==> config.mk <==
export PLATFORM = sky130hd
export DESIGN_NAME = bram_rport_arbiter
export DESIGN_NICKNAME = d
export VERILOG_FILES = /design/src/rtl/bram_rport_arbiter.sv
export SDC_FILE = /design/constraint.sdc
export NUM_CORES = 1
export LEC_CHECK = 0
export CAP_MARGIN = 20
export CORE_MARGIN = 10
export CORE_UTILIZATION = 24
export DETAILED_ROUTE_END_ITERATION = 10
export PLACE_DENSITY = 0.91
export SYNTH_ARGS = -nofsm -noshare
export SYNTH_HDL_FRONTEND = slang
export SYNTH_SLANG_ARGS = --single-unit
==> constraint.sdc <==
create_clock -name CLK -period 11.8 [get_ports CLK]
set_input_delay 2.95 -clock CLK [delete_from_list [all_inputs] [get_ports CLK]]
set_output_delay 2.95 -clock CLK [all_outputs]
set_load 0.02 [all_outputs]
==> src/rtl/bram_rport_arbiter.sv <==
// Round-robin arbiter sharing one BRAM read port among NUM_REQ requesters; write port passes through.
// Optional write-to-read forwarding is enabled by defining BRAM_RPORT_ARB_WR_FWD_EN.
module bram_rport_arbiter #(
  parameter int NUM_REQ     = 4,
  parameter int OUTER_WIDTH = 32,
  parameter int INNER_WIDTH = 32,
  localparam int IDX_W      = $clog2(OUTER_WIDTH),
  localparam int BE_W       = INNER_WIDTH / 8,
  localparam int PTR_W      = $clog2(NUM_REQ)
) (
  input  logic                       CLK,
  input  logic                       RST,
  input  logic [NUM_REQ-1:0]         req_valid,
  input  logic [NUM_REQ*IDX_W-1:0]   req_index,
  output logic [NUM_REQ-1:0]         req_ready,
  output logic [NUM_REQ-1:0]         resp_valid,
  output logic [INNER_WIDTH-1:0]     resp_rdata,
  input  logic [BE_W-1:0]            wr_wen_byte,
  input  logic [IDX_W-1:0]           wr_index,
  input  logic [INNER_WIDTH-1:0]     wr_wdata,
  output logic                       bram_ren,
  output logic [IDX_W-1:0]           bram_rindex,
  input  logic [INNER_WIDTH-1:0]     bram_rdata,
  output logic [BE_W-1:0]            bram_wen_byte,
  output logic [IDX_W-1:0]           bram_windex,
  output logic [INNER_WIDTH-1:0]     bram_wdata
);

  logic [PTR_W-1:0]     r_rr_ptr;
  logic [NUM_REQ-1:0]   r_gnt_q;

  logic [2*NUM_REQ-1:0] w_rot;
  logic [PTR_W-1:0]     w_off;
  logic [PTR_W:0]       w_sum;
  logic [PTR_W-1:0]     w_win;
  logic [PTR_W-1:0]     w_ptr_next;
  logic                 w_any;
  logic [NUM_REQ-1:0]   w_gnt;
  logic [IDX_W-1:0]     w_rindex;

  // Rotate the request vector so the search always starts at bit 0, then un-rotate the offset.
  always_comb begin
    w_rot = {req_valid, req_valid} >> r_rr_ptr;
    w_off = '0;
    for (int k = NUM_REQ - 1; k >= 0; k--) begin
      if (w_rot[k]) begin
        w_off = PTR_W'(k);
      end
    end
    w_any = |req_valid;
    w_sum = {1'b0, r_rr_ptr} + {1'b0, w_off};
    if (w_sum >= (PTR_W + 1)'(NUM_REQ)) begin
      w_win = PTR_W'(w_sum - (PTR_W + 1)'(NUM_REQ));
    end else begin
      w_win = w_sum[PTR_W-1:0];
    end
    w_gnt = w_any ? (NUM_REQ'(1) << w_win) : '0;
    w_ptr_next = (w_win == PTR_W'(NUM_REQ - 1)) ? '0 : w_win + PTR_W'(1);
  end

  always_comb begin
    w_rindex = '0;
    for (int k = 0; k < NUM_REQ; k++) begin
      if (w_gnt[k]) begin
        w_rindex = req_index[k*IDX_W +: IDX_W];
      end
    end
  end

  always_ff @(posedge CLK or posedge RST) begin
    if (RST) begin
      r_rr_ptr <= '0;
      r_gnt_q  <= '0;
    end else begin
      r_gnt_q <= w_gnt;
      if (w_any) begin
        r_rr_ptr <= w_ptr_next;
      end
    end
  end

  assign req_ready     = w_gnt;
  assign bram_ren      = w_any;
  assign bram_rindex   = w_rindex;
  assign resp_valid    = r_gnt_q;
  assign bram_wen_byte = wr_wen_byte;
  assign bram_windex   = wr_index;
  assign bram_wdata    = wr_wdata;

`ifdef BRAM_RPORT_ARB_WR_FWD_EN
  logic                   r_fwd_hit;
  logic [BE_W-1:0]        r_fwd_be;
  logic [INNER_WIDTH-1:0] r_fwd_data;

  // The BRAM is read-first, so a coincident write is merged in on the response cycle.
  always_ff @(posedge CLK or posedge RST) begin
    if (RST) begin
      r_fwd_hit  <= 1'b0;
      r_fwd_be   <= '0;
      r_fwd_data <= '0;
    end else begin
      r_fwd_hit  <= w_any & (|wr_wen_byte) & (wr_index == w_rindex);
      r_fwd_be   <= wr_wen_byte;
      r_fwd_data <= wr_wdata;
    end
  end

  generate
    for (genvar gi = 0; gi < BE_W; gi++) begin : g_fwd_byte
      assign resp_rdata[gi*8 +: 8] = (r_fwd_hit & r_fwd_be[gi]) ? r_fwd_data[gi*8 +: 8]
                                                                 : bram_rdata[gi*8 +: 8];
    end
  endgenerate
`else
  assign resp_rdata = bram_rdata;
`endif

endmodule

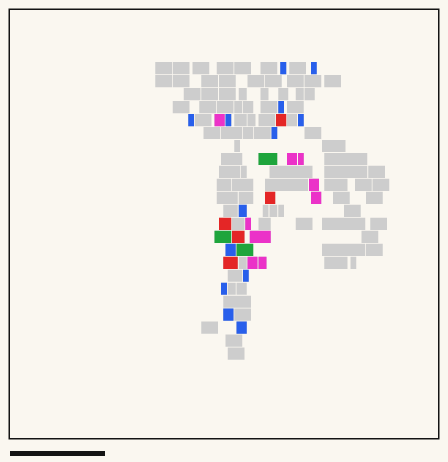
(gate-type map)
The bar under the picture is 20 um long.
- blue: nand cells (cells 13; most used nand2_1)
- green: mux cells (cells 3; most used mux2i_1)
- magenta: nor cells (cells 9; most used nor2b_1; where centre)
- red: and/or cells (cells 5; most used or4_1; where centre)

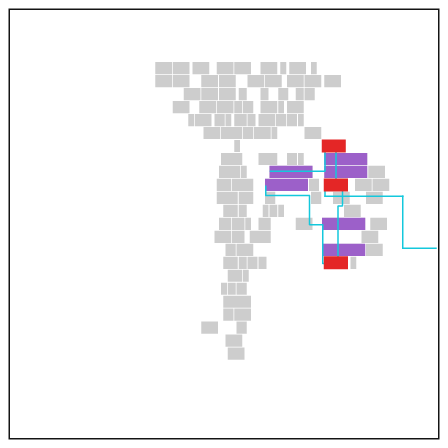
(routed clock nets over the placement)
- purple: flip-flops (count 6)
- red: clock-net drivers (count 3)
- cyan: clock wires (length 121 um)
- routed clock nets: 4

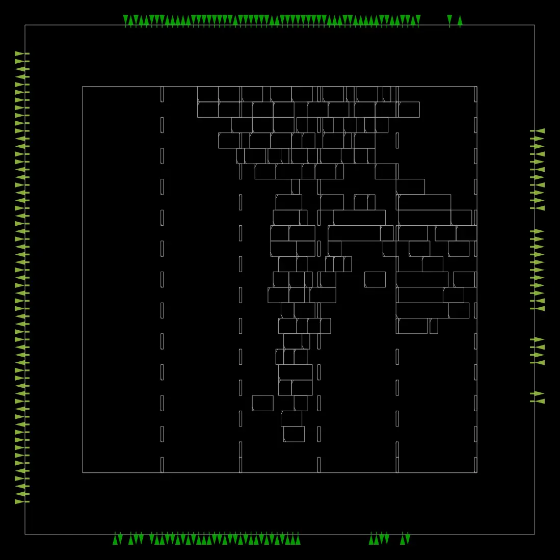
(cell outlines without signal wires)
final core occ: 23.71%
Seq/total area: 13.41%
final instance count without filler cells: 181
site row count: 25

==> results.cfg <==
; yosys + openroad results
[hold_path]
whs_endpoint = r_rr_ptr[1]
hold_path_startpoint = r_rr_ptr[1]
hold_path_class = flop to flop

[final_timing]
fin_crit_ns = 9.294
worst_slew_pin_slew_ns = 0.3605
rsz0062_at_grt = no
hold_viol = 0
setup_viol = 0
fmax_ghz = 0.1076
fin_skew_ns = 0.003646
period_used_pct = 78.76

[setup_path]
crit_type = input port to primary output
critical_path_arrival_ns = 6.34
endpoint = bram_rindex[0]
rr_worst_depth = 8
end_kind = primary output
r2r_end = r_rr_ptr[0]

[floorplan]
dieHeight_um = 89.71
fp.coreArea_um2 = 4723
chip_area_um2 = 8047
fp_util_pct = 24.69
chipWidth_um = 89.71

[synthesis]
ys_sh_aoi_pct = 13.52
top_logic_kind = buffers and inverters
ys_cells = 147
synth-xor-area-share_pct = 2.253
adder_share_pct = 5.365
ys_async_sr_fraction_pct = 100.0
edf_count = 0
ys_chip_area_um2 = 1166
syn-num-nets = 251
ys_sh_simple_pct = 12.88
yosys_warnings = 0
synth_area_um2 = 1166
flop_cell = dfrtp_1
synth_cells = 147

[layout]
clock_area_share_pct = 3.687
dominant_cells = logic gates
area_growth_pct = -3.970
buffers = 40
comb_area_um2 = 427.9
nClkBuffers = 3
buffer_area_share_pct = 35.53
flops = 6

[flow_run]
openroad.warnings = 29
maxCapViolCount = 0

[clocking]
cts_tree = built
clockBufferDepth = 2
path_clk_slew_ns = 0.03
cts.sinks = 6
cts_resized = 0
clk_latency_ns = 0.22
cts-root-buf = clkbuf_8
h-tree-depth = 1

[routing]
drt_wl_total_mm = 2.889
post-route-drc-count = 0
vias = 761
wl_per_cell_um = 15.96
drtIter0Drc = 74
viasPerCell = 4.204

[power_and_ir_drop]
p_total_mw = 0.4650
seq_power_mw = 0.0411
clock_net_power_mw = 0.0302
p_comb_share_pct = 84.7
p_sw_share_pct = 47.75
power-top-group = combinational cells
pg_comb_mw = 0.394
pwr_density_cell_nw_per_um2 = 415.3
power.switching_mw = 0.2220
p_clk_share_pct = 6.5
p_leak_nw = 0.4360

[global_routing]
grt_pass1_wl_mm = 4.388
first_global_vias = 814
overflow = 0
grtUsageTotal_pct = 6.603

[placement]
dp.cells = 178
port_buffers = 39
routabilityCongestion = 0.7584
hpwl_mm = 2.509

[run_status]
status = complete, no violations
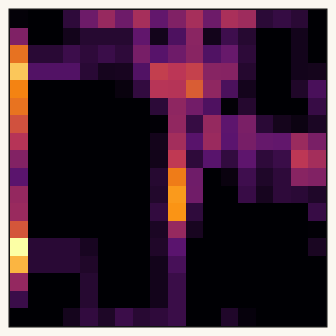
(routed metal per tile)
18 x 18 tiles, from black (low) to pale yellow (high), scaled to the fullest tile. Values are wire area over tile area, all layers added.
- tiles over half the peak: 4.6%
- emptiest ninth of the die: south-east
- fullest tile: 0.53
- densest ninth of the die: north
- mean over tiles: 0.067

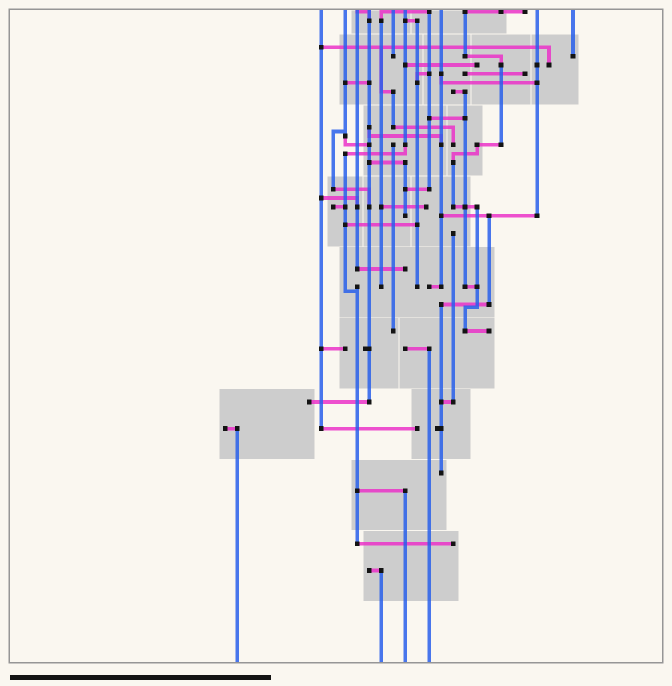
(a small window of the routed layout)
The bar under the picture is 10 um long. Region (32, 14) to (57, 39) um. Cells in grey, sequential cells in the stronger grey; small squares are vias.
- blue: M2
- magenta: M1
- cells with their middle in the window: 16
- sequential cells in the window: 0
- most frequent: clkdlybuf4s50_1 (4)

-- per-stage QoR --
stage / worst slack (ns) / instance area [um2] / hold slack, ns
6_report: 2.506 / 1120 / 0.7163
3_3_place_gp: 2.617 / 1079 / 0.6757
2_1_floorplan: 3.631 / 1166 / 0.6085
4_1_cts: 2.507 / 1120 / 0.6999
3_5_place_dp: 2.504 / 1079 / 0.6829
5_1_grt: 2.266 / 1120 / 0.7631
-- layer usage --
layer / vias up / share of wire, % / global-route usage [%]
li1: 352 / - / -
met1: 328 / 29 / 5.550
met2: 53 / 49 / 10.23
met3: 28 / 14 / 4.156
met4: 0 / 8.1 / 6.873
met5: - / 0 / 0
-- cell usage after synthesis, drive strengths merged (2+ instances only) --
cell / instances / area [um2]
dfrtp: 6 / 150.1
nand2b: 3 / 18.77
nor2: 2 / 7.510
nor2b: 5 / 31.28
a221o: 4 / 40.04
or4: 2 / 15.01
o211ai: 2 / 15.01
inv: 5 / 18.77
o21ai: 8 / 40.04
nand2: 9 / 33.78
buf: 76 / 569.3
o22ai: 6 / 37.54
mux2i: 2 / 20.02
xor2: 2 / 17.52
ha: 5 / 62.56
-- cells in the final DEF, fill, tap and decap left out, drive strengths merged, types with 2 or more instances in the layout --
master / n
o22ai: 6
nand2: 9
clkdlybuf4s50: 39
ha: 5
o211ai: 2
nand2b: 3
or4: 2
clkbuf: 3
o21ai: 8
inv: 5
nor2: 2
xor2: 2
mux2i: 2
nor2b: 5
dfrtp: 6
a221o: 4
-- worst max-delay path: stages --
cell	delay, ns
clkdlybuf4s50_1	0.56
or4_1	0.58
nand3_1	0.09
ha_1	0.15
xor2_1	0.25
xnor2_1	0.19
ha_1	0.25
nor2b_1	0.28
a221o_1	0.20
o21ai_0	0.08
o22ai_1	0.13
clkdlybuf4s50_1	0.63
No activity file was given, so power comes from the tool's default toggle rates.
